A small window of the routed layout:
Region (18, 11) to (58, 51) um. Cells in gray, sequential cells in the stronger gray; small squares are vias.
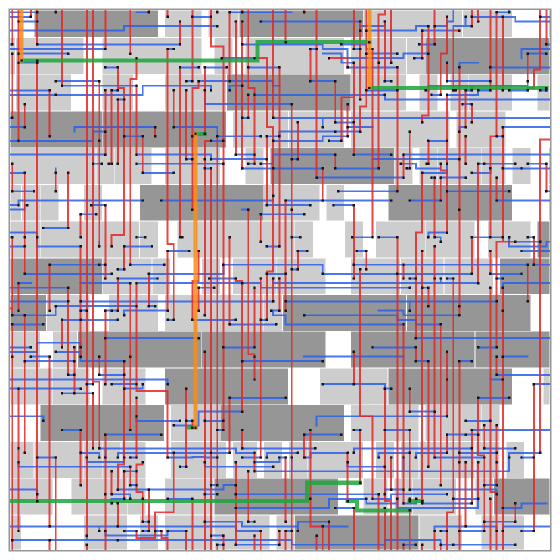
Metal 3:
The bar under the picture is 20 um long.
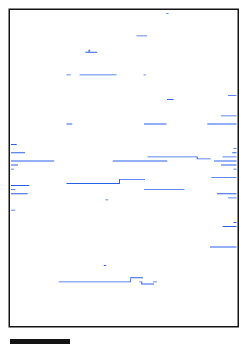
### config.mk
export PLATFORM = sky130hd
export DESIGN_NAME = div14_seq
export DESIGN_NICKNAME = d
export VERILOG_FILES = /design/src/rtl/div_pkg.sv /design/src/rtl/sub_borrow.sv /design/src/rtl/div14_seq.sv
export SDC_FILE = /design/constraint.sdc
export NUM_CORES = 1
export LEC_CHECK = 0
export CAP_MARGIN = 20
export CORE_ASPECT_RATIO = 1.4
export CORE_UTILIZATION = 50
export CTS_CLUSTER_DIAMETER = 50
export DETAILED_ROUTE_END_ITERATION = 8
export HOLD_SLACK_MARGIN = 0.02
export PLACE_DENSITY = 0.87
export REMOVE_ABC_BUFFERS = 1
export SETUP_SLACK_MARGIN = 0.2
export SYNTH_ARGS = -nofsm -noshare
export SYNTH_HDL_FRONTEND = slang
export SYNTH_HIERARCHICAL = 1
export SYNTH_SLANG_ARGS = --single-unit
### constraint.sdc
create_clock -name clk -period 8.9 [get_ports clk]
set_clock_uncertainty 0.05 [all_clocks]
set_input_delay 2.225 -clock clk [delete_from_list [all_inputs] [get_ports clk]]
set_output_delay 2.225 -clock clk [all_outputs]
set_load 0.05 [all_outputs]
### src/rtl/div_pkg.sv
// Shared width, state encoding and step-counter sizing for the sequential divider.
package div_pkg;

  localparam int DIV_WIDTH = 14;
  localparam int DIV_CNT_W = (DIV_WIDTH > 1) ? $clog2(DIV_WIDTH) : 1;

  typedef enum logic [1:0] {
    IDLE = 2'd0,
    BUSY = 2'd1,
    DONE = 2'd2
  } div_state_t;

endpackage

### src/rtl/sub_borrow.sv
// W-bit subtractor built as A + ~B + 1 with generate/propagate carries; borrow is the inverted carry-out.
module sub_borrow #(
  parameter int W = 15
) (
  input  logic [W-1:0] a_i,
  input  logic [W-1:0] b_i,
  output logic [W-1:0] diff_o,
  output logic         borrow_o
);

  logic [W-1:0] g, p;
  logic [W:0]   c;

  assign g    = a_i & ~b_i;
  assign p    = a_i ^ ~b_i;
  assign c[0] = 1'b1;

  for (genvar i = 0; i < W; i++) begin : g_carry
    assign c[i+1] = g[i] | (p[i] & c[i]);
  end

  assign diff_o   = p ^ c[W-1:0];
  assign borrow_o = ~c[W];

endmodule

### src/rtl/div14_seq.sv
// Restoring unsigned divider: one quotient bit per clock, valid/ready on both sides.
module div14_seq
  import div_pkg::*;
#(
  parameter int WIDTH = DIV_WIDTH
) (
  input  logic             clk,
  input  logic             rst_n,
  input  logic             in_valid,
  output logic             in_ready,
  input  logic [WIDTH-1:0] dividend,
  input  logic [WIDTH-1:0] divisor,
  output logic             out_valid,
  input  logic             out_ready,
  output logic [WIDTH-1:0] quotient,
  output logic [WIDTH-1:0] remainder,
  output logic             div_by_zero
);

  localparam int CW = (WIDTH > 1) ? $clog2(WIDTH) : 1;
  localparam logic [CW-1:0] LAST_STEP = CW'(WIDTH - 1);

  div_state_t       state_q, state_d;
  logic [CW-1:0]    cnt_q, cnt_d;
  // R never exceeds D-1 after a restoring step, so its top bit is always 0 and is not stored.
  logic [WIDTH-1:0] r_q, r_d;
  logic [WIDTH-1:0] q_q, q_d;
  logic [WIDTH-1:0] d_q, d_d;
  logic [WIDTH-1:0] quo_q, quo_d;
  logic [WIDTH-1:0] rem_q, rem_d;
  logic             dbz_q, dbz_d;

  logic [WIDTH:0]   trial, diff;
  logic             borrow, fits;

  assign trial = {r_q, q_q[WIDTH-1]};

  sub_borrow #(.W(WIDTH + 1)) u_sub (
    .a_i      (trial),
    .b_i      ({1'b0, d_q}),
    .diff_o   (diff),
    .borrow_o (borrow)
  );

  // Difference MSB and carry-out borrow both flag T < D.
  assign fits = ~(diff[WIDTH] | borrow);

  always_comb begin
    state_d = state_q;
    cnt_d   = cnt_q;
    r_d     = r_q;
    q_d     = q_q;
    d_d     = d_q;
    quo_d   = quo_q;
    rem_d   = rem_q;
    dbz_d   = dbz_q;
    unique case (state_q)
      IDLE: begin
        if (in_valid) begin
          if (divisor != '0) begin
            state_d = BUSY;
            r_d     = '0;
            q_d     = dividend;
            d_d     = divisor;
            cnt_d   = '0;
          end else begin
            state_d = DONE;
            quo_d   = '1;
            rem_d   = dividend;
            dbz_d   = 1'b1;
          end
        end
      end
      BUSY: begin
        r_d   = fits ? diff[WIDTH-1:0] : trial[WIDTH-1:0];
        q_d   = {q_q[WIDTH-2:0], fits};
        cnt_d = cnt_q + 1'b1;
        if (cnt_q == LAST_STEP) begin
          state_d = DONE;
          quo_d   = q_d;
          rem_d   = r_d;
          dbz_d   = 1'b0;
        end
      end
      DONE: begin
        if (out_ready) state_d = IDLE;
      end
      default: state_d = IDLE;
    endcase
  end

  always_ff @(posedge clk or negedge rst_n) begin
    if (!rst_n) begin
      state_q <= IDLE;
      cnt_q   <= '0;
      r_q     <= '0;
      q_q     <= '0;
      d_q     <= '0;
      quo_q   <= '0;
      rem_q   <= '0;
      dbz_q   <= 1'b0;
    end else begin
      state_q <= state_d;
      cnt_q   <= cnt_d;
      r_q     <= r_d;
      q_q     <= q_d;
      d_q     <= d_d;
      quo_q   <= quo_d;
      rem_q   <= rem_d;
      dbz_q   <= dbz_d;
    end
  end

  assign in_ready    = (state_q == IDLE);
  assign out_valid   = (state_q == DONE);
  assign quotient    = quo_q;
  assign remainder   = rem_q;
  assign div_by_zero = dbz_q;

endmodule

==> flow_summary.json <==
{
  "status": "complete, no violations",
  "holdBufCountCts": 0,
  "top_area_share_pct": 51.04,
  "fin_nets": 426,
  "cpLargestDelayFamily": "adder cells",
  "synth_chip_area_um2": 3775,
  "cts_root_buf": "clkbuf_8",
  "finalPower_w": 0.001713,
  "gr-total-overflow": 0,
  "cts_resized": 0,
  "end_kind": "flop",
  "path_class": "reg -> reg",
  "crit_required_ns": 9.09,
  "numPortBuffers": 62,
  "timing.hold.ws_ns": 0.4387,
  "instances_no_fill": 477,
  "final.setup.worst_slack_ns": 1.300,
  "ys_seq_share_pct": 51.04,
  "pre_cts_ws_ns": 1.312,
  "rsz0062_at_grt": "false",
  "synth.area.top_cells": "dfrtp_1 (51%), mux2_2 (11%), fa_1 (7.4%), mux2i_1 (4.2%), nand2_1 (3.9%)",
  "post-cts-setup-buffer-count": 0,
  "yosysUniqueCellTypes": 34,
  "fp.coreArea_um2": 7315,
  "io_pins": 63,
  "ys_seq_elements": 77,
  "chipArea_um2": 7906,
  "final_antenna_net_count": 0,
  "grtUsageTotal_pct": 22.62,
  "post-route-period-util_pct": 85.39,
  "critPathBufInv": 3,
  "edf_count": 0,
  "wire_per_inst_um": 16.56,
  "gp_congestion": 0.8214,
  "min_path_cells": 1,
  "p_per_area_nw_per_um2": 369.7,
  "clk_latency_ns": 0.36,
  "cts_sinks": 77,
  "die_width_um": 75.44,
  "syn_to_final_growth_pct": 22.77,
  "synthArstFlopShare_pct": 100.0,
  "max_freq_mhz": 131.6,
  "drc": 0,
  "path_depth": 22,
  "grt_antenna_before_repair": 0,
  "crit_chain": "inv_1, ha_1, fa_1, fa_1, fa_1, fa_1, fa_1, fa_1, fa_1, fa_1, fa_1, fa_1, fa_1, fa_1, fa_1, fa_1, inv_1, nor2_2, buf_4, mux2i_1, o21ai_0, mux2_1",
  "crit_path_max_incr_delay_ns": 0.48,
  "drive_gt1_share_pct": 16.05,
  "hpwlAfterDp_mm": 5.418,
  "cts_tree": "yes",
  "slowest_stage": "fa_1",
  "peakVddDrop_mv": 0.1983,
  "cpMostUsedCell": "fa_1",
  "fin_util_pct": 63.36,
  "slew-limit-headroom_pct": 36.09,
  "htreeDepth": 3,
  "min_period_ns": 7.600,
  "yosysTopAreaCell": "dfrtp_1",
  "syn_area_per_cell_um2": 11.95,
  "antenna_cells": 0,
  "drt_pre_antenna_iters": 4,
  "slew_violations": 0,
  "leakagePower_nw": 1.938,
  "filler_cell_count": 584,
  "grt_pass1_vias": 2639,
  "synth_cells": 316,
  "cts_buffer_depth": 2,
  "cp_data_arrival_time_ns": 7.79
}
About 'a small window of the routed layout':
- blue: met1
- orange: met4
- red: met2
- green: met3
- sequential cells in the window: 22
- netlist names of flops here include: r_q (7), d_q (6), q_q (4)
- cells with their middle in the window: 120
- most frequent: dfrtp_1 (22), inv_1 (17)

About 'metal 3':
- share of all routed wire: 3.2%
- main direction: horizontal
- nets with wire on the layer: 34
- longest straight run: 23.7 um
met3 usage: 4.822%
Via Count: 2,587

-- synth_stat cells (2+ instances only) --
master     instances
clkbuf_1           7
nor2_1             3
nor3_1             2
ha_1               3
nor4_2             3
mux2_2            37
buf_2              6
mux2i_1           16
mux2_1             5
o2bb2ai_1         16
nand4_1            3
fa_1              14
o22a_1            14
dfrtp_1           77
buf_4              3
inv_1             36
o21ai_0           16
nand2_1           39
-- worst register-to-register path, stage by stage, from the launching register on --
cell,delay [ns]
dfrtp_1,0.37
inv_1,0.05
ha_1,0.20
fa_1,0.39
fa_1,0.41
fa_1,0.41
fa_1,0.39
fa_1,0.39
fa_1,0.40
fa_1,0.40
fa_1,0.40
fa_1,0.40
fa_1,0.39
fa_1,0.40
fa_1,0.40
fa_1,0.39
fa_1,0.48
inv_1,0.05
nor2_2,0.07
buf_4,0.29
mux2i_1,0.31
o21ai_0,0.12
mux2_1,0.33
-- cells in the final DEF, fill, tap and decap left out, drive strengths merged, types with 2 or more instances in the layout --
cell / instances
buf: 6
dfrtp: 77
clkdlybuf4s50: 61
mux2: 42
nor4: 3
nor3: 2
nand2: 39
nor2: 4
inv: 36
ha: 3
o2bb2ai: 16
o21ai: 16
o22a: 14
nand4: 3
mux2i: 16
fa: 14
clkbuf: 12
clkinv: 2
-- power by group --
group | internal, W | leakage, nW | switching (W) | total (W)
clock network | 0.000113 | 0.0881 | 0.000121 | 0.000233
registers | 0.000495 | 0.921 | 0.000106 | 0.000601
logic | 0.000365 | 0.929 | 0.000514 | 0.000879
total | 0.000972 | 1.94 | 0.000741 | 0.00171
-- cells by family after synthesis --
logic type | synth area share (%)
buf+inv | 5.966
other cells | 0.09934
fa+ha+maj | 8.419
flops | 51.04
compound gates | 10.34
xor+xnor | 0.2321
simple gates | 7.127
mux | 16.77
-- flip-flops by register name (all words and copies together), names as in the netlist --
register and flops:
quotient 14, cnt_q 4, q_q 14, div_by_zero 1
r_q 14, remainder 14, d_q 14, state_q 2
-- final cells by class --
type / count / area (um2) / area share (%)
Tap cell: 97 / 121.4 / 2.619
Multi-Input combinational cell: 186 / 1630 / 35.18
Sequential cell: 77 / 1927 / 41.58
Timing Repair Buffer: 67 / 655.6 / 14.15
Clock inverter: 2 / 10.01 / 0.2160
Clock buffer: 12 / 155.1 / 3.348
Inverter: 36 / 135.1 / 2.916
-- worst paths after layout --
| kind | startpoint | slack [ns] | end |
|---|---|---|---|
| max reg2reg | q_q[13] | 1.30 | remainder[0] |
| max in group asynchronous | rst_n | 6.21 | q_q[1] |
| min | remainder[4] | 0.44 | remainder[4] |
| min reg2reg | remainder[4] | 0.44 | remainder[4] |
| min in group asynchronous | rst_n | 1.95 | quotient[13] |
| max | q_q[13] | 1.30 | remainder[0] |
-- metal layers --
metal  track usage [%]  vias to the layer above  share of wire (%)
met2             36.16                       53                 54
li1                  -                     1193                  -
met4             9.921                        0                1.8
met1             29.11                     1330                 41
met3             4.822                       11                3.2
met5                 0                        -                  0
Power is estimated from default activity; no workload was simulated.
